<file path="src/rtl/fifo_uart_pkg.sv">
`default_nettype none
// +--------------------------------------------------------------------+
// | fifo_uart_pkg : shared constants and state encoding for fifo_uart_tx |
// | PARITY is only reachable when FIFO_UART_TX_PARITY_EN is defined.     |
// | Revision: 1.0                                                        |
// +--------------------------------------------------------------------+
package fifo_uart_pkg;

  localparam int   DATA_W      = 8;
  localparam logic TX_IDLE_LVL = 1'b1;

  localparam int STATE_W = 3;
  localparam logic [STATE_W-1:0] IDLE   = 3'd0;
  localparam logic [STATE_W-1:0] FETCH  = 3'd1;
  localparam logic [STATE_W-1:0] LOAD   = 3'd2;
  localparam logic [STATE_W-1:0] START  = 3'd3;
  localparam logic [STATE_W-1:0] DATA   = 3'd4;
  localparam logic [STATE_W-1:0] PARITY = 3'd5;
  localparam logic [STATE_W-1:0] STOP   = 3'd6;

endpackage
`default_nettype wire

</file>
<file path="src/rtl/fifo_uart_tx_baud_tick_gen.sv">
`default_nettype none
// +--------------------------------------------------------------------+
// | baud_tick_gen : free-running bit-period counter with sync clear,    |
// | one-cycle tick on terminal count.  Revision: 1.0                    |
// +--------------------------------------------------------------------+
module baud_tick_gen #(
  parameter int CLKS_PER_BIT = 16
) (
  input  logic clk,
  input  logic reset,
  input  logic clear,
  output logic tick
);

  localparam int CNT_W = (CLKS_PER_BIT > 1) ? $clog2(CLKS_PER_BIT) : 1;
  localparam logic [CNT_W-1:0] c_TERMINAL = CNT_W'(CLKS_PER_BIT - 1);
  localparam logic [CNT_W-1:0] c_ONE      = CNT_W'(1);

  logic [CNT_W-1:0] r_cnt;

  always_ff @(posedge clk or negedge reset) begin
    if (!reset) begin
      r_cnt <= '0;
    end else if (clear || tick) begin
      r_cnt <= '0;
    end else begin
      r_cnt <= r_cnt + c_ONE;
    end
  end

  assign tick = (r_cnt == c_TERMINAL);

endmodule
`default_nettype wire

</file>
<file path="src/rtl/fifo_uart_tx.sv">
`default_nettype none
// +--------------------------------------------------------------------+
// | fifo_uart_tx : pops bytes from the sync FIFO and sends 8N1 frames.  |
// | Define FIFO_UART_TX_PARITY_EN to add an even-parity bit.            |
// | Revision: 1.0                                                        |
// +--------------------------------------------------------------------+
module fifo_uart_tx #(
  parameter int CLKS_PER_BIT = 16,
  parameter int DATA_W       = 8
) (
  input  logic              clk,
  input  logic              reset,
  input  logic              fifo_empty,
  input  logic [DATA_W-1:0] fifo_data,
  output logic              fifo_read_en,
  output logic              tx,
  output logic              busy,
  output logic              tx_done
);

  import fifo_uart_pkg::*;

  localparam logic [2:0] c_LAST_BIT = 3'(DATA_W - 1);

  logic [STATE_W-1:0] r_state;
  logic [STATE_W-1:0] w_next_state;
  logic [DATA_W-1:0]  r_shift;
  logic [DATA_W-1:0]  w_shift_next;
  logic [2:0]         r_bit_cnt;
  logic [2:0]         w_bit_cnt_next;
  logic               r_tx;
  logic               w_tx_next;
  logic               w_tick;
  logic               w_clear;

  // Counter restarts on every state change so each state gets full bit periods.
  assign w_clear = (w_next_state != r_state);

  baud_tick_gen #(
    .CLKS_PER_BIT (CLKS_PER_BIT)
  ) u_baud (
    .clk   (clk),
    .reset (reset),
    .clear (w_clear),
    .tick  (w_tick)
  );

`ifdef FIFO_UART_TX_PARITY_EN
  logic r_parity;

  always_ff @(posedge clk or negedge reset) begin
    if (!reset) begin
      r_parity <= 1'b0;
    end else if (r_state == LOAD) begin
      r_parity <= ^fifo_data;
    end
  end
`endif

  always_ff @(posedge clk or negedge reset) begin
    if (!reset) begin
      r_state   <= IDLE;
      r_shift   <= '0;
      r_bit_cnt <= '0;
      r_tx      <= TX_IDLE_LVL;
    end else begin
      r_state   <= w_next_state;
      r_shift   <= w_shift_next;
      r_bit_cnt <= w_bit_cnt_next;
      r_tx      <= w_tx_next;
    end
  end

  always_comb begin
    w_next_state   = r_state;
    w_shift_next   = r_shift;
    w_bit_cnt_next = r_bit_cnt;
    case (r_state)
      IDLE:  if (!fifo_empty) w_next_state = FETCH;
      FETCH: w_next_state = LOAD;
      LOAD: begin
        w_shift_next = fifo_data;
        w_next_state = START;
      end
      START: if (w_tick) w_next_state = DATA;
      DATA: begin
        if (w_tick) begin
          w_shift_next   = r_shift >> 1;
          w_bit_cnt_next = r_bit_cnt + 3'd1;
          if (r_bit_cnt == c_LAST_BIT) begin
`ifdef FIFO_UART_TX_PARITY_EN
            w_next_state = PARITY;
`else
            w_next_state = STOP;
`endif
          end
        end
      end
`ifdef FIFO_UART_TX_PARITY_EN
      PARITY: if (w_tick) w_next_state = STOP;
`endif
      STOP:  if (w_tick) w_next_state = IDLE;
      default: w_next_state = IDLE;
    endcase
  end

  // tx is registered from the next-state view so the line tracks r_state exactly.
  always_comb begin
    fifo_read_en = (r_state == FETCH);
    busy         = (r_state != IDLE);
    tx_done      = (r_state == STOP) && w_tick;
    case (w_next_state)
      START:   w_tx_next = 1'b0;
      DATA:    w_tx_next = w_shift_next[0];
`ifdef FIFO_UART_TX_PARITY_EN
      PARITY:  w_tx_next = r_parity;
`endif
      default: w_tx_next = TX_IDLE_LVL;
    endcase
  end

  assign tx = r_tx;

endmodule
`default_nettype wire
</file>
<file path="config.mk">
export PLATFORM = sky130hd
export DESIGN_NAME = fifo_uart_tx
export DESIGN_NICKNAME = d
export VERILOG_FILES = /design/src/rtl/fifo_uart_pkg.sv /design/src/rtl/fifo_uart_tx_baud_tick_gen.sv /design/src/rtl/fifo_uart_tx.sv
export SDC_FILE = /design/constraint.sdc
export NUM_CORES = 1
export LEC_CHECK = 0
export CAP_MARGIN = 20
export CORE_MARGIN = 3
export CORE_UTILIZATION = 55
export DETAILED_ROUTE_END_ITERATION = 8
export GPL_ROUTABILITY_DRIVEN = 1
export PLACE_DENSITY = 0.9
export REMOVE_ABC_BUFFERS = 1
export SYNTH_ARGS = -nofsm -noshare
export SYNTH_HDL_FRONTEND = slang
export SYNTH_SLANG_ARGS = --single-unit
</file>
<file path="constraint.sdc">
create_clock -name clk -period 2.7 [get_ports clk]
set_input_delay 0.405 -clock clk [delete_from_list [all_inputs] [get_ports clk]]
set_output_delay 0.405 -clock clk [all_outputs]
set_load 0.01 [all_outputs]
</file>
Fig. 1: clock routing
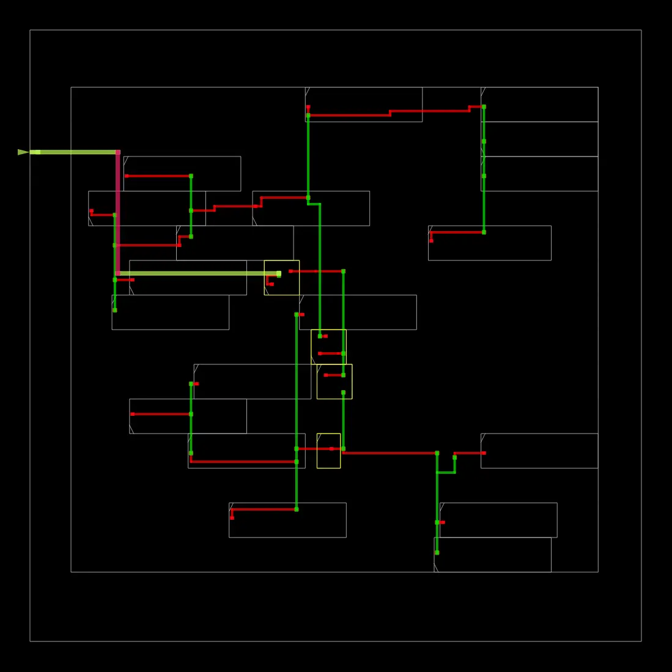
clock skew: 0.003026 ns
clk sinks: 19
clock buf count: 3

Fig. 2: routed clock nets over the placement
The bar under the picture is 10 um long.
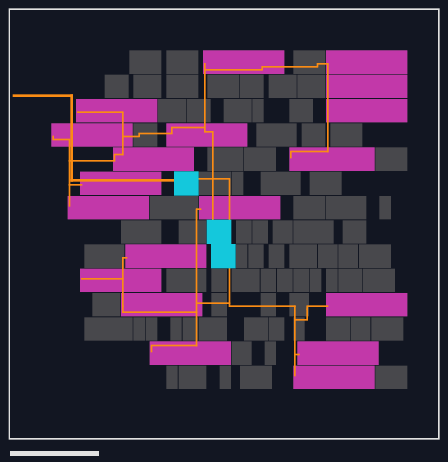
cyan -> clock-net drivers  # count 3
orange -> clock wires  # length 203 um
magenta -> flip-flops  # count 19
routed clock nets = 4
power share of the clock group: 14.3%
Insertion Delay late pin: 0.29 ns
Power Clock: 140 uW

==> impl_metrics.ini <==
; flow metrics
[status]
run_status = complete, no violations

[drt]
route.met2.wl_um = 898
vias = 674
drt_iter0_drc = 13
wl_met3_um = 37
m1WireLength_um = 778
ant_nets = 0

[die]
num_rows = 14
pin_count = 15
dieHeight_um = 48.02
die_w_um = 48.02
core_area_um2 = 1577
die_area_um2 = 2305
fp_util_pct = 61.59

[cts]
cts_root_buffer = clkbuf_4
ctsResizeCount = 0
post-cts-setup-buffer-count = 0
cts_hold_buf = 0
cts_tree = built
clk_pin_slew_ns = 0.11

[synthesis]
area_leaders = dfrtp_1 46%, a22o_1 5.4%, a21o_1 4.6%
synth_adder_area_share_pct = 3.866
simple_gate_share_pct = 16.11
top_logic_kind = AND-OR/OR-AND gates
ys_cells = 87
netlist_instances = 87
yosys_warnings = 0
numSynthFlops = 19
synthXorXnorAreaFrac_pct = 2.706
yosys.cell_count.top_type = dfrtp_1
async_flop_share_pct = 100.0
mux_share_pct = 3.093
post_synth.cell_area_avg_um2 = 11.16
syn-cell-area_um2 = 970.9
synth-seq-area-share_pct = 49.10
yosysTopAreaCell = dfrtp_1
ff_type = dfrtp_1
yosys_area_um2 = 970.9

[pwr]
ir_drop_uv = 399.7
p_leak_uw = 0.0005265

[worst_setup_path]
crit_cells = 5
slowest_delay_ns = 0.56
cp.arrival_ns = 2.03
crit_fanout = 6
critPathKind = reg -> out
crit_buf_inv = 1
end_kind = output port
slowest_stage = clkdlybuf4s50_1
required_ns = 2.30
critical_path.top_delay_family = buffers and inverters

[final_layout]
most-common-layout-cells = 18 x dfrtp_1, 14 x clkdlybuf4s50_1, 7 x nor2_1
comb_area_share_pct = 39.33
logic_gate_count = 59
nNetsFinal = 115
n_all_inverters = 3
flop-count = 19
largestClassByArea = registers
final_common_cell = dfrtp_1
final_cell_count_no_fill = 116
buffer_area_share_pct = 13.11
drive_above_1_share_pct = 15.00
area_growth_pct = 15.98
final_area_um2 = 1126
clock_area_share_pct = 2.444
num-fill-cells = 112

[flow_run]
drv_cap = 0

[global_routing]
overflow = 0
grt_pass1_vias = 618
gr-max-usage-layer = met2
grt_max_degree = 20
antenna_found_initial = 0
met1_usage_pct = 24.24
use_met3_pct = 3.383

[timing]
worst_slew_pin_slew_ns = 0.8123
clock.fmax_mhz = 410.2
drv_slew = 0
hold_slack_ns = 0.4881
timing.final.ws_setup_ns = 0.2622
setup_viol = 0
relSlewSlack_pct = 45.68
finalHoldViolations = 0
rsz0062_at_grt = no
fin_crit_sh_pct = 90.29

[place]
port_buffers = 14
hpwl_um = 1210
routabilityCongestion = 0.8036

[hold_path]
min_path_cells = 1
Fig. 3: wiring heat map
10 x 10 tiles, from dark blue (low) to red (high), scaled to the fullest tile. Values are wire area over tile area, all layers added.
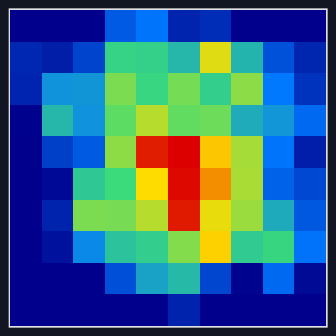
nearly empty tiles = 25%
emptiest ninth of the die = lower left
mean over tiles = 0.11
Total Wirelength: 1724 um
Tot GR Track Use: 17.54%
Avg WL per Cell: 14.86 um

Fig. 4: sequential cells coloured by netlist name
Other sequential cells in the stronger grey, the rest of the logic in the fainter grey.
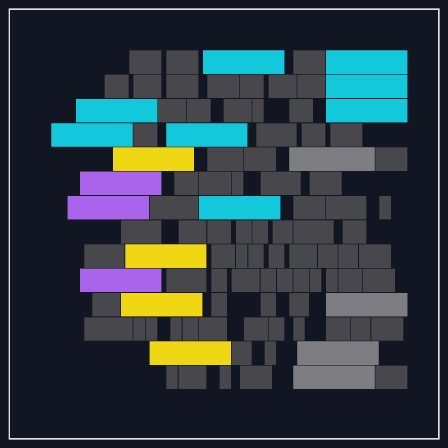
purple -> r_bit_cnt  # placed flops 3
yellow -> u_baud.r_cnt  # placed flops 4
cyan -> r_shift  # placed flops 8
not coloured = 4
Final Util: 71.43%
sequential power: 492 uW
Register Area: 476.7 um2
Seq/total area: 42.33%

==> final timing paths <==
| kind | startpoint | to | slack (ns) |
|---|---|---|---|
| hold reg to reg | r_shift[5] | r_shift[5] | 0.49 |
| max in group asynchronous | reset | r_shift[7] | 1.63 |
| setup reg to reg | u_baud.r_cnt[0] | r_shift[2] | 1.07 |
| hold / removal | r_shift[5] | r_shift[5] | 0.49 |
| setup / recovery | u_baud.r_cnt[0] | tx_done | 0.26 |
| min in group asynchronous | reset | r_shift[1] | 0.57 |
==> sequential cells by signal, indices dropped and copies added (netlist names) <==
register	flops
r_shift	8
tx	1
r_bit_cnt	3
r_state	3
u_baud.r_cnt	4
==> power by group <==
| part | internal, uW | switching [uW] |
|---|---|---|
| Sequential | 392 | 99.8 |
| Clock | 55.0 | 85.4 |
| Combinational | 184 | 166 |
Power is estimated from default activity; no workload was simulated.
